==> src/rtl/mem_arbiter.sv <==
// mem_arbiter: two-requester round-robin arbiter for the single-port node memory.
//   The memory has a 16-bit word port, is byte-addressed, reads combinationally and writes on posedge.
//   Requester A is the packet handler. Requester B is the Q-learning engine.
//   Each access is sequenced through an IDLE -> SERVE_x -> IDLE cycle.
//   A bounded lock lets the current owner stay in SERVE_x for read-modify-write bursts.
//
// Optional feature: define MEM_ARB_ADDR_CHECK_EN to reject odd or out-of-range addresses.
//   A rejected access has no write and no rvalid, and pulses err for one cycle.
//   Without the macro the err port does not exist and every address is passed through.
//
// Ports
//   clock, reset           system clock; synchronous active-high reset
//   x_req/x_lock/x_wr      request, keep-grant-after-access, write(1)/read(0)   (x = a, b)
//   x_addr/x_wdata         byte address (even) and write data
//   x_gnt                  x owns the memory this cycle; the access fires when x_req && x_gnt
//   x_rdata/x_rvalid       registered read data, with a 1-cycle valid pulse after a fired read
//   mem_address/mem_wr_en/mem_data_in   drive the memory; mem_data_out is its read data
//   err                    (MEM_ARB_ADDR_CHECK_EN only) 1-cycle pulse after a rejected access
//   state_dbg              current FSM state: 0=IDLE, 1=SERVE_A, 2=SERVE_B
//
// Handshake: a requester raises x_req and holds x_wr/x_addr/x_wdata stable until it sees x_gnt.
//   The access is taken on the clock edge that ends a cycle in which x_req && x_gnt is true.
//   x_gnt is purely registered, so there is no combinational path from req to gnt.
module mem_arbiter #(
    parameter int WORD_WIDTH = 16,
    parameter int MEM_DEPTH  = 1024,
    parameter int MAX_LOCK   = 8
) (
    input  logic                  clock,
    input  logic                  reset,
    input  logic                  a_req,
    input  logic                  a_lock,
    input  logic                  a_wr,
    input  logic [WORD_WIDTH-1:0] a_addr,
    input  logic [WORD_WIDTH-1:0] a_wdata,
    output logic                  a_gnt,
    output logic [WORD_WIDTH-1:0] a_rdata,
    output logic                  a_rvalid,
    input  logic                  b_req,
    input  logic                  b_lock,
    input  logic                  b_wr,
    input  logic [WORD_WIDTH-1:0] b_addr,
    input  logic [WORD_WIDTH-1:0] b_wdata,
    output logic                  b_gnt,
    output logic [WORD_WIDTH-1:0] b_rdata,
    output logic                  b_rvalid,
    output logic [WORD_WIDTH-1:0] mem_address,
    output logic                  mem_wr_en,
    output logic [WORD_WIDTH-1:0] mem_data_in,
    input  logic [WORD_WIDTH-1:0] mem_data_out,
`ifdef MEM_ARB_ADDR_CHECK_EN
    output logic                  err,
`endif
    output logic [1:0]            state_dbg
);

`ifdef MEM_ARB_ADDR_CHECK_EN
    localparam bit ADDR_CHECK = 1'b1;
`else
    localparam bit ADDR_CHECK = 1'b0;
`endif

    localparam int LOCK_W = $clog2(MAX_LOCK + 1);
    localparam logic [LOCK_W-1:0] LOCK_LAST = LOCK_W'(MAX_LOCK - 1);
    // The last legal word starts at MEM_DEPTH-2. A higher address would cross the end of memory.
    localparam logic [WORD_WIDTH-1:0] ADDR_MAX = WORD_WIDTH'(MEM_DEPTH - 2);

    typedef enum logic [1:0] {
        IDLE    = 2'd0,
        SERVE_A = 2'd1,
        SERVE_B = 2'd2
    } state_t;

    state_t            state, state_nxt;
    logic              prio, prio_nxt;          // 0 = A wins a tie, 1 = B wins a tie
    logic [LOCK_W-1:0] lock_cnt, lock_nxt;      // accesses already taken in this locked run, minus one

    logic fire_a, fire_b;
    logic a_ok, b_ok;

    // State register
    always_ff @(posedge clock) begin
        if (reset) begin
            state    <= IDLE;
            prio     <= 1'b0;
            lock_cnt <= '0;
        end else begin
            state    <= state_nxt;
            prio     <= prio_nxt;
            lock_cnt <= lock_nxt;
        end
    end

    // Next-state logic
    always_comb begin
        state_nxt = state;
        prio_nxt  = prio;
        lock_nxt  = lock_cnt;
        case (state)
            IDLE: begin
                if (a_req && (!b_req || !prio)) begin
                    state_nxt = SERVE_A;
                end else if (b_req) begin
                    state_nxt = SERVE_B;
                end
            end
            SERVE_A: begin
                // Stay only while locked and under the cap. Any exit hands the tie-break to B.
                if (a_req && a_lock && (lock_cnt < LOCK_LAST)) begin
                    lock_nxt = lock_cnt + LOCK_W'(1);
                end else begin
                    state_nxt = IDLE;
                    lock_nxt  = '0;
                    prio_nxt  = 1'b1;
                end
            end
            SERVE_B: begin
                if (b_req && b_lock && (lock_cnt < LOCK_LAST)) begin
                    lock_nxt = lock_cnt + LOCK_W'(1);
                end else begin
                    state_nxt = IDLE;
                    lock_nxt  = '0;
                    prio_nxt  = 1'b0;
                end
            end
            default: begin
                state_nxt = IDLE;
                lock_nxt  = '0;
            end
        endcase
    end

    // Output logic
    always_comb begin
        fire_a      = (state == SERVE_A) && a_req;
        fire_b      = (state == SERVE_B) && b_req;
        a_ok        = !ADDR_CHECK || !(a_addr[0] || (a_addr > ADDR_MAX));
        b_ok        = !ADDR_CHECK || !(b_addr[0] || (b_addr > ADDR_MAX));
        mem_address = '0;
        mem_data_in = '0;
        mem_wr_en   = 1'b0;
        if (state == SERVE_A) begin
            mem_address = a_addr;
            mem_data_in = a_wdata;
            // Gated by reset so that a write is never taken on a reset edge.
            mem_wr_en   = a_wr && fire_a && a_ok && !reset;
        end else if (state == SERVE_B) begin
            mem_address = b_addr;
            mem_data_in = b_wdata;
            mem_wr_en   = b_wr && fire_b && b_ok && !reset;
        end
    end

    assign a_gnt     = (state == SERVE_A);
    assign b_gnt     = (state == SERVE_B);
    assign state_dbg = state;

    // Read return path. Each requester's rdata holds its value until that requester's next read.
    always_ff @(posedge clock) begin
        if (reset) begin
            a_rdata  <= '0;
            a_rvalid <= 1'b0;
            b_rdata  <= '0;
            b_rvalid <= 1'b0;
        end else begin
            a_rvalid <= fire_a && !a_wr && a_ok;
            b_rvalid <= fire_b && !b_wr && b_ok;
            if (fire_a && !a_wr && a_ok) begin
                a_rdata <= mem_data_out;
            end
            if (fire_b && !b_wr && b_ok) begin
                b_rdata <= mem_data_out;
            end
        end
    end

`ifdef MEM_ARB_ADDR_CHECK_EN
    always_ff @(posedge clock) begin
        if (reset) begin
            err <= 1'b0;
        end else begin
            err <= (fire_a && !a_ok) || (fire_b && !b_ok);
        end
    end
`endif

endmodule

==> config.mk <==
export PLATFORM = sky130hd
export DESIGN_NAME = mem_arbiter
export DESIGN_NICKNAME = d
export VERILOG_FILES = /design/src/rtl/mem_arbiter.sv
export SDC_FILE = /design/constraint.sdc
export NUM_CORES = 1
export LEC_CHECK = 0
export CORE_UTILIZATION = 32
export CTS_CLUSTER_DIAMETER = 30
export DETAILED_ROUTE_END_ITERATION = 10
export PLACE_DENSITY = 0.84
export SYNTH_ARGS = -nofsm -noshare
export SYNTH_HDL_FRONTEND = slang
export SYNTH_SLANG_ARGS = --single-unit
export TNS_END_PERCENT = 30
==> constraint.sdc <==
create_clock -name clock -period 2.2 [get_ports clock]
set_clock_uncertainty 0.1 [all_clocks]
set_input_delay 0.66 -clock clock [delete_from_list [all_inputs] [get_ports clock]]
set_output_delay 0.66 -clock clock [all_outputs]
set_load 0.05 [all_outputs]
### Routing congestion map

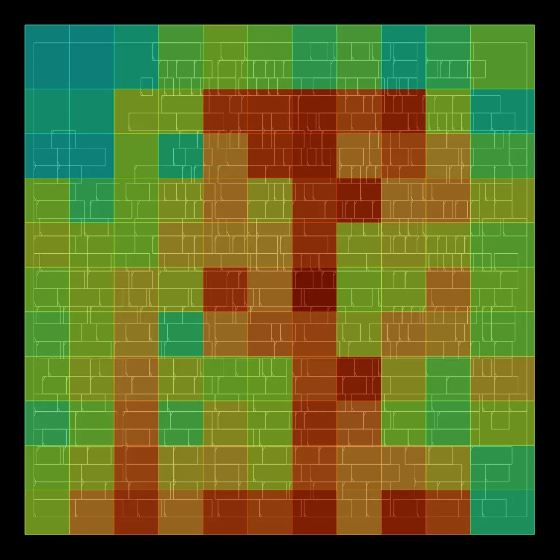
final cell utilization of the core: 78.3%
met2 usage: 50.9%

### Logic cells by family

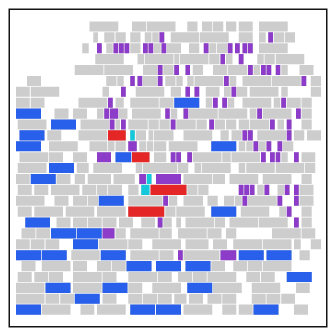
colour	family	cells
purple	nand cells	81
blue	non-inverting ao/oa cells	32
cyan	inv cells	3
red	fa/ha/maj cells	4
logic gate fraction of the total cell area: 30.1%
non-filler cells, final: 479
dominant logic cell type in the layout: clkdlybuf4s50_1

### The metal 2 layer

Cells faint in the background.
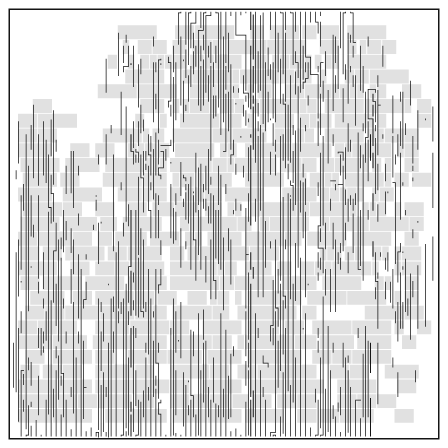
longest straight run	54.2 um
nets with wire on the layer	446
wire length on this layer	4450 um
main direction	vertical
via count of the routed design: 2444
DRT Wirelength: 8020 um

### Where the registers sit

Other sequential cells in the stronger grey, the rest of the logic in the fainter grey.
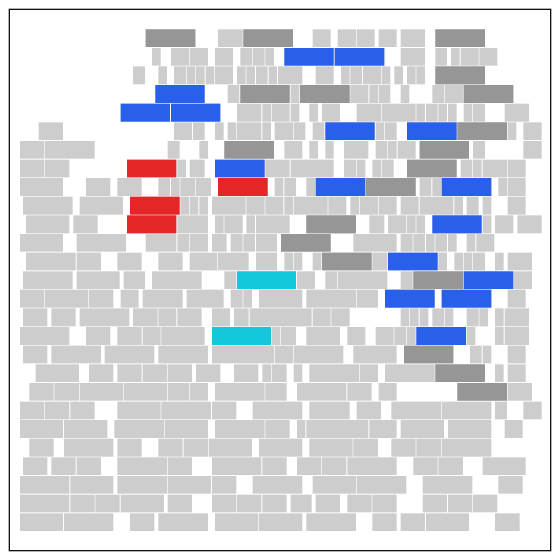
colour	signal	placed flops
cyan	`state_dbg`	2
red	`lock_cnt`	4
blue	`b_rdata`	16
flop share of the area: 18.9%
power of the sequential group: 784 uW
Reg area: 828 um2

==> summary.txt <==
Notes on the physical design

The startpoint of the most critical hold path is a_rdata[9]. The count of antenna-violating nets left after detailed routing is 0. Looking at the clock tree report, the maximum root-to-sink buffer count equals 2. The worst setup path is launched from a flop.

The detailed-routed wire length on met3 is 509 um. The share of the synthesized netlist area taken by xor and xnor gates is 0%. Internal power comes to 1720 uW. The worst register-to-register path has a depth of 7. The post-synthesis cell type count is 31. The setup violation total in the final timing report is 33. The top-level I/O count is roughly 160. The post-synth area from yosys stat is 1890 um2. Detailed placement finished with a half-perimeter wire length of 6360 um. The launch point of the worst path is state_dbg[1]. The type of the tightest min-delay check is flop to flop.

The flop and latch count out of synthesis is roughly 41. The routed length per instance is 16.7 um. The placeable core region is 5610 um2. Per the GRT congestion report, total overflow comes to 0. The number of buffers added for setup after CTS is 0. The async set-or-reset flop fraction in the synthesized netlist is 0%. The dominant kind of combinational cell is AND-OR/OR-AND gates. The detailed router reports a met2 wire length of 4450 um. Sorting the synthesized cells by how often they occur yields 75 x nand2_1, 41 x dfxtp_1, 36 x a21oi_1.

The library cells used most frequently in the layout, excluding fill and tap cells, are 83 x clkdlybuf4s50_1, 74 x nand2_1, 53 x buf_4. The worst-case hold path end point is a_rdata[9]. Setup repair after global routing could not meet its margin everywhere. Leaving out the clock tree, the finished layout contains an inverter count of 3.

The H-tree was split into 2 levels. The cell at the slowest stage of the critical path is dfxtp_4. Adding up every negative setup slack in the final design gives -4560 ps. The combined area of the multi-input logic cells is 1320 um2. The run finished, with violations left.

The post-route report lists met1 wire length as between 2000 and 3000 um. For reference, the final report shows the max-slew violation count at 0. For met3 alone, demand over resource in global routing was 6.55%.

The share of total power in the clock network is 17.4%. The net switching power is a little over 1000 uW. Once placement finished, the instance area stood at 4260 um2.

The worst hold path stage count is 2. The layout summary lists the proportion of cells stronger than drive strength 1 as 36.9%. The largest area contributor in the netlist is dfxtp_1. In the final layout, the fill cell count is 369. The placement-stage worst setup slack is -243 ps.

The max-cap check violation count is 0. The number of well taps is around 72. Counting every sink on the clock net gives 41. The area added between synthesis and finish is 132%. The worst setup margin is -156 ps. Power comes to 2750 uW. In the post-synthesis netlist, the cell with the most instances is nand2_1. The number of antenna violations at the first check in global routing is 1.

The top power consumer group is combinational logic. The timing-limited maximum frequency is between 0.4 and 0.5 GHz. The final reports fail on negative setup slack. The slew at the pin with the worst max-slew slack is 349 ps. The combinational power is 1480 uW.

According to the floorplan log, the row count is 27. The capture point of the worst register-to-register path is recorded as a_rdata[5]. By area, buffers come first. The mean instance size in the synthesized netlist is 7.99 um2. The clock tree from TritonCTS is built. Combinational logic burns 54.0% of the power. The slack of the worst reg-to-reg path is 390 ps. The leakage power in the latest report is 0.00181 uW. Per the OpenROAD timing report, the critical path contains 6 cells.

The non-clock buffer contribution to total cell area is 46.7%. The clock tree buffer count of the final layout is 5. The tally of yosys warning messages is 0. The worst pin sits at a relative slew slack of 76.8%. In this run the full chip footprint comes out at 6230 um2.
Power is estimated from default activity; no workload was simulated.
